==> config.mk <==
export PLATFORM = sky130hd
export DESIGN_NAME = game_flow_ctrl
export DESIGN_NICKNAME = d
export VERILOG_FILES = /design/src/rtl/game_flow_ctrl.sv
export SDC_FILE = /design/constraint.sdc
export NUM_CORES = 1
export LEC_CHECK = 0
export CAP_MARGIN = 20
export CORE_MARGIN = 4
export CORE_UTILIZATION = 58
export DETAILED_ROUTE_END_ITERATION = 10
export PLACE_DENSITY = 0.86
export SETUP_SLACK_MARGIN = 0.2
export SLEW_MARGIN = 40
export SYNTH_ARGS = -nofsm -noshare
export SYNTH_HDL_FRONTEND = slang
export SYNTH_SLANG_ARGS = --single-unit
==> constraint.sdc <==
create_clock -name clk -period 4.78 [get_ports clk]
set_clock_uncertainty 0.05 [all_clocks]
set_input_delay 0.956 -clock clk [delete_from_list [all_inputs] [get_ports clk]]
set_output_delay 0.956 -clock clk [all_outputs]
set_load 0.1 [all_outputs]
Met1 routing:
Supply wires on this layer in grey. Cells faint in the background.
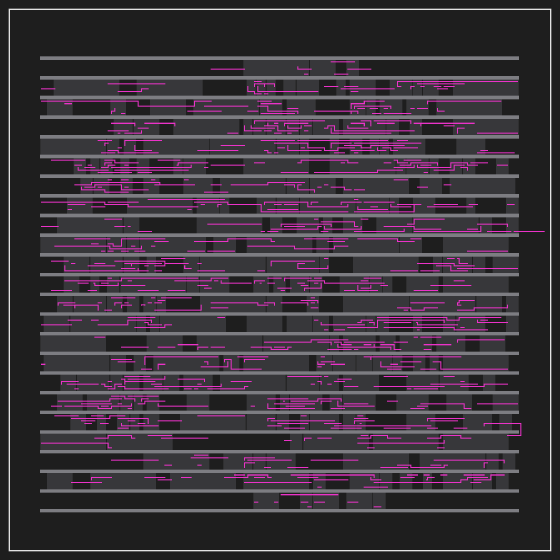
The longest straight run is 16.6 um. The wires run mostly horizontal.
global routing usage on met1: 22.5%
vias: 1736
DRT Wirelength: 4.36 mm

Metal 2:
Cells faint in the background.
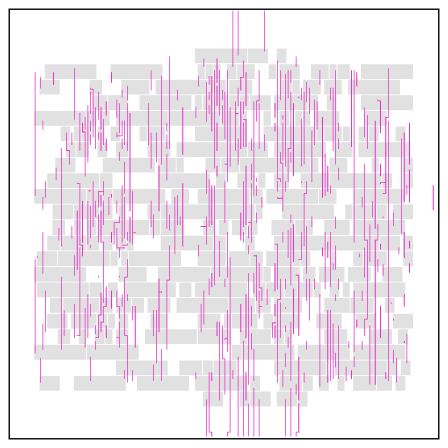
The layer carries 2090 um of wire. The wires run mostly vertical. The longest straight run is 45.2 um. The layer holds 48% of the routed length. 248 nets have wire on it.
global-route met2 utilization: 29.7%

==> flow_summary.yaml <==
# flow metrics
run_status:
  outcome: "finished, final reports clean"
sta:
  rsz0062_at_grt: "false"
  slew_viol_final: 0
  hold_viol: 0
  post-route-min-period_ns: 2.67
  finalSetupTns_ns: 0
  setup_viol: 0
  worst_pin_slew_ns: 0.649
final_layout:
  num-nonclk-buffers: 36
  comb_share_pct: 39.0
  seq_share_pct: 45.6
  finalInstanceArea_um2: 2970
  dominant_cells: "registers"
  fin_nets: 294
  antenna_cells: 0
  logic_gates: 152
  clkCellAreaFrac_pct: 2.91
  seqCellArea_um2: 1350
  design.seq.count: 54
  n_fill_cell: 310
  buf_share_pct: 8.35
  final_common_cell: "dfrtp_1"
  n_all_inverters: 16
  lay_top_cells: "54 x dfrtp_1, 22 x buf_2, 17 x mux2_2, 15 x inv_1, 15 x o21ai_0"
critical_path:
  rr_worst_depth: 7
  slowest_delay_ns: 0.44
  cp.depth: 4
  arrival_ns: 1.66
  path_buffers: 2
  cp.required_ns: 3.77
  r2r_slack_ns: 2.89
  setup.worst_path.end_class: "output pin"
  crit_family: "buffers and inverters"
  slowest_stage: "dfrtp_1"
floorplan:
  fp.coreArea_um2: 4140
  core.rowCount: 23
  die_area_um2: 5570
  die_x_um: 74.7
  io_pins: 36
clock_tree:
  cts_setup_buffers: 0
  clk_pin_slew_ns: 0.09
  cts_sinks: 54
  clkLatencyLatePin_ns: 0.31
  cts_htree_levels: 2
  cts_root_buf: "clkbuf_8"
  holdBufCountCts: 0
  cts_resized: 0
  cts_buffers: 5
synth:
  edf_count: 0
  ys_warn_count: 0
  ys.flops: 54
  avgSynthCellArea_um2: 11.5
  synthDistinctLibCells: 42
  synth_seq_share_pct: 52.4
  ys_area_um2: 2580
  fp_nets: 253
  yosysTopAreaCellShare_pct: 52.4
global_routing:
  antenna_found_initial: 0
  grt_max_degree: 55
  grt_usage_pct: 17.7
  grt_pass1_wl_mm: 7.47
  grt_pass1_vias: 1689
  grt.overflow.total: 0
detailed_routing:
  drt_iter0_drc: 57
  postRouteAntennaNets: 0
  route.detailed.drc: 0
  vias_per_cell: 5.49
placed_design:
  numPortBuffers: 35
  placed_area_um2: 2880
job:
  warnings: 29
pwr:
  power.density_nw_per_um2: 317
hold_path:
  worstHoldPathType: "reg -> reg"
## stage by stage
step,power (mW),setup WS (ns),cells
floorplan,0.648,2.40,224
global placement,0.692,1.77,308
detailed placement,0.704,1.84,308
CTS,0.951,2.10,316
global route,0.999,2.00,316
finish,0.941,2.11,316
## layer usage
layer	global-route usage, %	wire [um]	vias up	share of wire (%)
met5	0	0	-	0
met4	6.72	79	0	1.8
met3	3.87	223	7	5.1
met2	29.7	2090	37	48
met1	22.5	1970	824	45
li1	-	-	868	-
## power breakdown
| group | internal, mW | switching (mW) |
|---|---|---|
| Clock | 0.104 | 0.142 |
| Sequential | 0.498 | 0.0466 |
| Combinational | 0.0704 | 0.0795 |
| Total | 0.672 | 0.268 |
## logic make-up (layout without fill, tap and decap cells)
family,after synthesis,count (layout),share of synthesized area (%)
adders and majority gates,14,14,6.80
buffers and inverters,18,60,2.67
and+or+nand+nor,67,67,15.2
AOI/OAI and AO/OA,38,38,9.71
DFF,54,54,52.4
xor gates and xnor gates,11,11,3.74
muxes,22,22,9.42
## cells in the mapped netlist (all sizes together) (2+ instances only)
library cell	n
o21a	3
and4	3
or2	2
mux2	18
xnor2	4
nor3	4
nand3b	2
xor2	7
nand3	9
nand4	3
or3	2
nor2b	7
o21ai	16
o31ai	4
inv	16
ha	14
nor2	12
nand2b	8
nand2	13
o22ai	3
dfrtp	54
mux2i	4
a21oi	9
## worst register-to-register path, delay by kind of cell, from the launching register on
kind	cells	cell delay, ns
AND-OR/OR-AND	2	0.35
adder cells (fa/ha/maj)	1	0.29
buffers and inverters	1	0.05
flip-flops	1	0.37
multiplexers	1	0.37
AND/OR/NAND/NOR	2	0.30
No activity file was given, so power comes from the tool's default toggle rates.
